<file path="src/rtl/glb_tile_evt_pipe_pkg.sv">
// global_buffer_param: shared GLB tile defaults and channel numbering.
package global_buffer_param;
  localparam int NUM_START = 2;
  localparam int NUM_CH    = 3;
  localparam int CNT_WIDTH = 8;
  typedef enum logic [1:0] {
    CH_STRM_F2G = 2'd0,
    CH_STRM_G2F = 2'd1,
    CH_PCFG     = 2'd2
  } glb_ch_e;
endpackage

</file>
<file path="src/rtl/glb_tile_evt_pipe_pulse_shift.sv">
// glb_pulse_shift: DEPTH-stage retiming chain with async reset and sync clear.
module glb_pulse_shift #(
  parameter int WIDTH = 1,
  parameter int DEPTH = 1
) (
  input  logic             clk_i,
  input  logic             rst_ni,
  input  logic             clr_i,
  input  logic [WIDTH-1:0] d_i,
  output logic [WIDTH-1:0] q_o
);
  if (DEPTH == 0) begin : g_pass
    logic unused_ctrl;
    assign unused_ctrl = ^{clk_i, rst_ni, clr_i};
    assign q_o = d_i;
  end else begin : g_chain
    logic [WIDTH-1:0] stage_q [DEPTH];
    always_ff @(posedge clk_i or negedge rst_ni) begin
      if (!rst_ni) begin
        for (int k = 0; k < DEPTH; k++) stage_q[k] <= '0;
      end else if (clr_i) begin
        for (int k = 0; k < DEPTH; k++) stage_q[k] <= '0;
      end else begin
        stage_q[0] <= d_i;
        for (int k = 1; k < DEPTH; k++) stage_q[k] <= stage_q[k-1];
      end
    end
    assign q_o = stage_q[DEPTH-1];
  end
endmodule

</file>
<file path="src/rtl/glb_tile_evt_pipe.sv">
// glb_tile_evt_pipe: retimes start/clk_en into glb_core and done pulses out as
// interrupts, with sticky W1C status, saturating event counters and a level irq.
module glb_tile_evt_pipe #(
  parameter int NUM_START   = global_buffer_param::NUM_START,
  parameter int NUM_CH      = global_buffer_param::NUM_CH,
  parameter int START_DEPTH = 1,
  parameter int IRQ_DEPTH   = 1,
  parameter int CNT_WIDTH   = global_buffer_param::CNT_WIDTH
) (
  input  logic                        clk,
  input  logic                        reset,
  input  logic                        soft_reset,
  input  logic                        clk_en,
  output logic                        clk_en_core,
  input  logic [NUM_START-1:0]        start_pulse,
  output logic [NUM_START-1:0]        start_pulse_core,
  input  logic [NUM_CH-1:0]           done_pulse_core,
  input  logic [NUM_CH-1:0]           irq_mask,
  input  logic [NUM_CH-1:0]           irq_clear,
  output logic [NUM_CH-1:0]           irq_pulse,
  output logic [NUM_CH-1:0]           irq_status,
  output logic [NUM_CH*CNT_WIDTH-1:0] irq_count,
  output logic                        irq_level
);
  localparam logic [CNT_WIDTH-1:0] CNT_MAX = '1;

  glb_pulse_shift #(.WIDTH(NUM_START + 1), .DEPTH(START_DEPTH)) u_start_shift (
    .clk_i  (clk),
    .rst_ni (reset),
    .clr_i  (soft_reset),
    .d_i    ({clk_en, start_pulse}),
    .q_o    ({clk_en_core, start_pulse_core})
  );

  // The mask is applied before the chain so pulses already in flight are unaffected.
  glb_pulse_shift #(.WIDTH(NUM_CH), .DEPTH(IRQ_DEPTH)) u_irq_shift (
    .clk_i  (clk),
    .rst_ni (reset),
    .clr_i  (soft_reset),
    .d_i    (done_pulse_core & ~irq_mask),
    .q_o    (irq_pulse)
  );

  for (genvar i = 0; i < NUM_CH; i++) begin : g_ch
    logic                 st_q, st_d;
    logic [CNT_WIDTH-1:0] cnt_q, cnt_d;
    // A clear coinciding with a new event keeps that event: status stays set, count restarts at 1.
    always_comb begin
      st_d  = done_pulse_core[i] | (st_q & ~irq_clear[i]);
      cnt_d = irq_clear[i] ? CNT_WIDTH'(done_pulse_core[i])
            : (done_pulse_core[i] && cnt_q != CNT_MAX) ? cnt_q + CNT_WIDTH'(1) : cnt_q;
    end
    always_ff @(posedge clk or negedge reset) begin
      if (!reset) begin
        st_q  <= 1'b0;
        cnt_q <= '0;
      end else if (soft_reset) begin
        st_q  <= 1'b0;
        cnt_q <= '0;
      end else begin
        st_q  <= st_d;
        cnt_q <= cnt_d;
      end
    end
    assign irq_status[i] = st_q;
    assign irq_count[i*CNT_WIDTH +: CNT_WIDTH] = cnt_q;
  end

  assign irq_level = |(irq_status & ~irq_mask);
endmodule

</file>
<file path="config.mk">
export PLATFORM = sky130hd
export DESIGN_NAME = glb_tile_evt_pipe
export DESIGN_NICKNAME = d
export VERILOG_FILES = /design/src/rtl/glb_tile_evt_pipe_pkg.sv /design/src/rtl/glb_tile_evt_pipe_pulse_shift.sv /design/src/rtl/glb_tile_evt_pipe.sv
export SDC_FILE = /design/constraint.sdc
export NUM_CORES = 1
export LEC_CHECK = 0
export CORE_UTILIZATION = 35
export DETAILED_ROUTE_END_ITERATION = 6
export GPL_ROUTABILITY_DRIVEN = 0
export GPL_TIMING_DRIVEN = 0
export SLEW_MARGIN = 15
export SYNTH_ARGS = -nofsm -noshare
export SYNTH_HDL_FRONTEND = slang
export SYNTH_HIERARCHICAL = 1
export SYNTH_SLANG_ARGS = --single-unit
</file>
<file path="constraint.sdc">
create_clock -name clk -period 2.11 [get_ports clk]
set_clock_uncertainty 0.2 [all_clocks]
set_input_delay 0.422 -clock clk [delete_from_list [all_inputs] [get_ports clk]]
set_output_delay 0.422 -clock clk [all_outputs]
set_load 0.02 [all_outputs]
</file>
### Routed clock nets over the placement

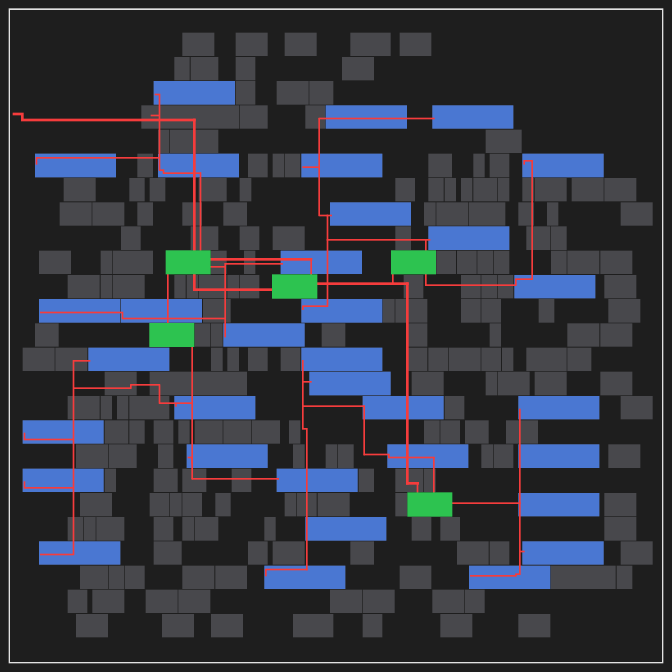
legend:
  clock wires:
    colour: red
    length: 453 um
  cells driving clock nets:
    colour: green
    count: 5
  flip-flops:
    colour: blue
    count: 33
routed clock nets: 6
clock latency on the worst-skew pair: 0.28 ns
Clock Power: 709 uW
Clk pwr share: 46.1%

### Cell sizes after repair

Bar = 20 um.
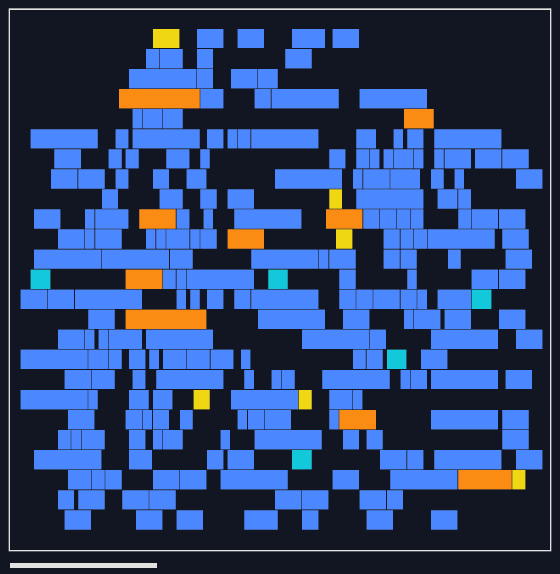
legend:
  drive 1 or less:
    colour: blue
    cells: 221
    share: 92%
    most_used: clkdlybuf4s50_1
  drive 6 and up:
    colour: orange
    cells: 9
    share: 3.7%
    most_used: clkbuf_8
  drive 2:
    colour: yellow
    cells: 6
    share: 2.5%
  drive 3 to 4:
    colour: cyan
    cells: 5
    share: 2.1%
    most_used: buf_4
growth of design area from synthesis to finish: 40.7%
Design Area, Final: 2500 um2
Non-CTS buffers: 56
setup ws final: 0.0662 ns

### Placed cells, one colour a class

Bar = 20 um.
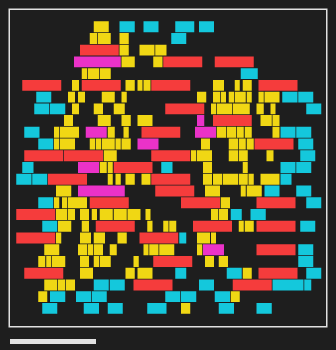
legend:
  flip-flops:
    colour: red
    cells: 33
    share_of_their_area: 34%
  clock drivers and dummy loads:
    colour: magenta
    cells: 8
    share_of_their_area: 5.5%
  other buffers and delay cells:
    colour: cyan
    cells: 56
    share_of_their_area: 23%
  all other logic:
    colour: yellow
    cells: 144
    share_of_their_area: 37%
share of the final layout cell area in sequential cells: 33.0%
CORE AREA: 4820 um2
number of rows created at floorplan: 25
utilization of the core after routing: 51.9%

### The clock network

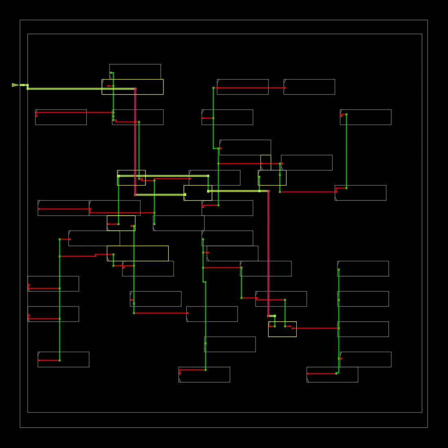
CTS Sinks: 33
num sequential: 33
number of buffers inserted during clock tree synthesis: 5

### Pin placement

Pins as bars across the die edge, other pins in grey.
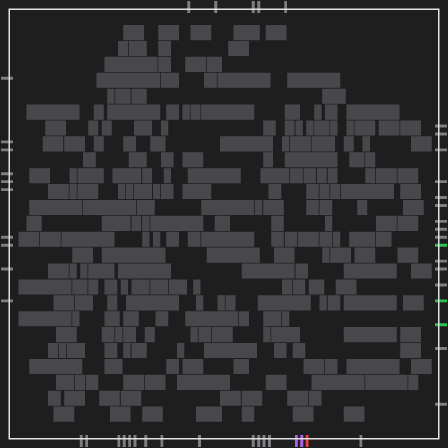
legend:
  start_pulse:
    colour: purple
    pins: 2
    direction: input
    edge: south
  irq_pulse:
    colour: green
    pins: 3
    direction: output
    edge: east
  clk_en_core:
    colour: red
    pins: 1
    direction: output
    edge: south
height of the die: 73.2 um
port buffer count: 48
width of the die: 73.2 um

## layout by cell type (no fill, tap or decap), types with 2 or more instances in the layout
master                            synthesis  final
sky130_fd_sc_hd__nand2b_1                 2      2
sky130_fd_sc_hd__or3_1                    5      5
sky130_fd_sc_hd__nor2_1                   7      7
sky130_fd_sc_hd__dfrtp_1                 33     33
sky130_fd_sc_hd__mux2i_1                 10     10
sky130_fd_sc_hd__a21oi_1                 11     11
sky130_fd_sc_hd__o32ai_1                  2      2
sky130_fd_sc_hd__o21ai_0                  3      3
sky130_fd_sc_hd__nand3_1                  4      4
sky130_fd_sc_hd__nand4b_1                 3      3
sky130_fd_sc_hd__nor3_1                   6      6
sky130_fd_sc_hd__nand4_1                  8      8
sky130_fd_sc_hd__a31oi_1                  4      4
sky130_fd_sc_hd__ha_1                     3      3
sky130_fd_sc_hd__buf_4                    5      5
sky130_fd_sc_hd__nor2b_1                  9      9
sky130_fd_sc_hd__inv_1                   11     11
sky130_fd_sc_hd__o221ai_1                 2      2
sky130_fd_sc_hd__dlymetal6s2s_1           0      2
sky130_fd_sc_hd__clkdlybuf4s50_1          0     44
sky130_fd_sc_hd__bufinv_16                0      2
sky130_fd_sc_hd__nand2_1                 20     20
sky130_fd_sc_hd__and3_1                   7      7
sky130_fd_sc_hd__clkbuf_8                 0      5
sky130_fd_sc_hd__a211oi_1                 8      8
sky130_fd_sc_hd__and4_1                   3      3
## worst reg2reg max path, cell delays in order (launching register included)
cell                       delay, ns
sky130_fd_sc_hd__dfrtp_1        0.42
sky130_fd_sc_hd__ha_1           0.27
sky130_fd_sc_hd__and3_1         0.24
sky130_fd_sc_hd__a211oi_1       0.28
sky130_fd_sc_hd__mux2i_1        0.21
## area by class of cell
cell class	count	share of cell area, %
buffer	6	1.95
clock buffer	5	2.75
clock inverter	3	2.60
inverter	11	1.65
multi-input combinational	133	34.4
sequential	33	33.0
tap	67	3.36
timing repair buffer	50	20.2
## Yosys cell counts (all sizes together) (2+ instances only)
master / number
a31oi: 4
a211oi: 8
nand2: 20
o221ai: 2
or2: 3
inv: 11
and4: 3
buf: 6
ha: 3
nand4: 8
nor2b: 9
nor2: 8
dfrtp: 33
o32ai: 2
nand2b: 2
a21oi: 11
nor3: 6
o21ai: 3
or3: 5
mux2i: 10
and3: 7
nand4b: 3
nand3: 4
## flip-flops by register name, summed over array words and instances, names as in the netlist
signal and cells:
g_ch.st_q 3, g_ch.cnt_q 24, u_irq_shift/q_o 3, u_start_shift/q_o 3
## power breakdown
group / internal (uW) / leakage, uW / switching (uW)
combinational: 82.0 / 0.000535 / 86.9
sequential: 647 / 0.000449 / 12.5
clock: 469 / 0.0000681 / 240
## through the flow
stage | TNS [ns] | area [um2] | total power, uW
after floorplan | 0 | 1780 | 743
after global placement | -12.76 | 2340 | 838
after detailed placement | -2.37 | 2350 | 843
after CTS | 0 | 2500 | 1560
after global routing | 0 | 2500 | 1600
final | 0 | 2500 | 1540
## cells by family after synthesis
family | after synthesis | share of synthesized area (%)
buffers and inverters | 17 | 5.07
adders and majority gates | 3 | 2.11
and+or+nand+nor | 81 | 25.3
DFF | 33 | 46.5
muxes | 10 | 5.64
AOI/OAI and AO/OA | 39 | 15.4
==> notes.md <==
Flow results follow.

On the critical path, the stage with the largest delay is an instance of sky130_fd_sc_hd__clkdlybuf4s50_1. The number of warnings reported in the stage logs is 26. The synthesis report lists the most area-consuming cells as sky130_fd_sc_hd__dfrtp_1 (47%), sky130_fd_sc_hd__mux2i_1 (5.6%), sky130_fd_sc_hd__nand2_1 (4.2%). The script reports the combined buffer and inverter count of the critical path as 1.

The first-pass detailed-route iteration total is 4. The tightest min-delay check is of the input pin to async pin type. The reg-to-reg startpoint is g_ch[0].cnt_q[0]$_DFFE_PN0P_. After detailed routing, the total wire length is 4100 um.

The met2 capacity usage during global routing is 24.3%. Per STA, the startpoint of the critical path is g_ch[2].cnt_q[3]$_DFFE_PN0P_. The final-layout fill cell count is between 400 and 500. The floorplan utilization is 36.9%.

The number of cells in Yosys stat is 183. The worst hold-check slack is approximately 0.33 ns. The sum of net half-perimeters after detailed placement is 2970 um. The total of endpoints with negative setup slack in the final report is 0. The worst setup path is of the register to output pin kind.

Per the synth log, the flip-flop and latch total comes to 33. Including well taps, the total number of placed cells is around 300. The number of global-route vias before repair was ~1400.

The net count of the finished layout is 258. The number of instances resized during post-cts repair is 2. The amount of wire on met3 after detailed routing is ~220 um.

The area fraction of the largest cell type after synthesis is 46.5%. The smallest clock period supported by the final layout is computed as 2.04 ns. The synthesis area per yosys is 1780 um2. The routed design uses 1780 um of met2 wire. The count of antenna-violating nets left after detailed routing is 0. The total overflow left after global routing is 0. The category of the worst setup path launch point is a register. The sequential-to-total area share from yosys stat is 46.5%. On the reported timing paths, the clock transition at the registers reads 0.07 ns. The count of flip-flops with a built-in enable after synthesis is 0.

The final number of hold-violating endpoints is 0. Counting every net in the synthesized netlist gives 201. The final instance count without filler cells is approximately 310. The mean instance size in the synthesized netlist is 9.70 um2. Headroom to the max-slew limit came out at 67.2%. The required time at the worst endpoint is listed as ~1.5 ns.

The H-tree depth reported by CTS is 2. The highest metal layer carrying signal wires in the routed design is met4. The number of inserted diodes is 0. Across every metal layer, demand over resource in global routing totals between 10% and 20%. The instance tally after logic synthesis is 183.

The area taken by multi-input combinational cells is reported as 860 um2. Counting distinct cell types in the post-synthesis netlist gives 39. The clock tree root driver cell is sky130_fd_sc_hd__clkbuf_8.

Entering global routing, the biggest net connects 27 pins. The post-synthesis async set-or-reset flop share is 100%. The longest incremental delay of any stage on the critical path is reported as 0.65 ns. The commonest register cell after synthesis is sky130_fd_sc_hd__dfrtp_1. The critical register-to-register path endpoint is g_ch[0].cnt_q[5]$_DFFE_PN0P_. Per the detail_route report, vias per standard cell equal 5.10. The critical path maximum fanout is 9. The cell type with the largest total area is sky130_fd_sc_hd__dfrtp_1.

The proportion of layout cells with a drive suffix above 1 is 8.30%. The met1 track utilization from global routing is 24.4%. The initial DRC count is 67.

The achievable clock frequency is 489 MHz. The flow ran to the end, and the final reports show no timing, DRC or antenna violations. After clock tree synthesis, the setup repair step added 0 buffers. The sequential cell area is between 800 and 900 um2. The peak-usage layer in the global routing report is met1. The final max-slew violation count recorded for this run is 0. The longest clock path from root to sink contains 2 buffers. The number of max-capacitance violations reported is 0. The boundary pin count is 49. The power per cell area is 615 nW/um2. The detailed-route wire length per cell is 13.3 um. The detailed-route via count is 1572. The worst register-to-register path depth is 4. Setup repair after global routing left no endpoint under its margin. In this run the worst setup path terminates at irq_count[19]. The setup check on the worst reg-to-reg path leaves a slack of 0.41 ns. The number of warning messages in the yosys log is 6.

The worst setup timing slack at the placement stage is -0.266 ns. The STA report counts the stages on the worst setup path as 1. Per STA, the worst path accumulates the most delay in the family buffers and inverters.

Per STA, the worst path is made up of clkdlybuf4s50_1. The chip area is 5360 um2. The met3 capacity usage during global routing is under 10%. In this run the VDD rail shows a maximum IR drop of 0.448 mV. On the critical path the data arrives at 1.42 ns. The TritonCTS clock tree is yes. The share of the clock period used by the worst path is 96.9%. The pin slew with the least headroom to its limit is 0.491 ns. The remaining design rule violation count is 0. The initial antenna violation count is 0. In this run the static leakage power is 0.00105 uW. The cell area after synthesis is 1780 um2. The quantity of hold-fixing buffers added after cts is 1.

The wire length of the first global-routing pass is 6780 um. The met1 layer wirelength in the final routing is 2050 um. STA classifies the critical path endpoint as an output pin.
Power and IR drop assume default switching activity.
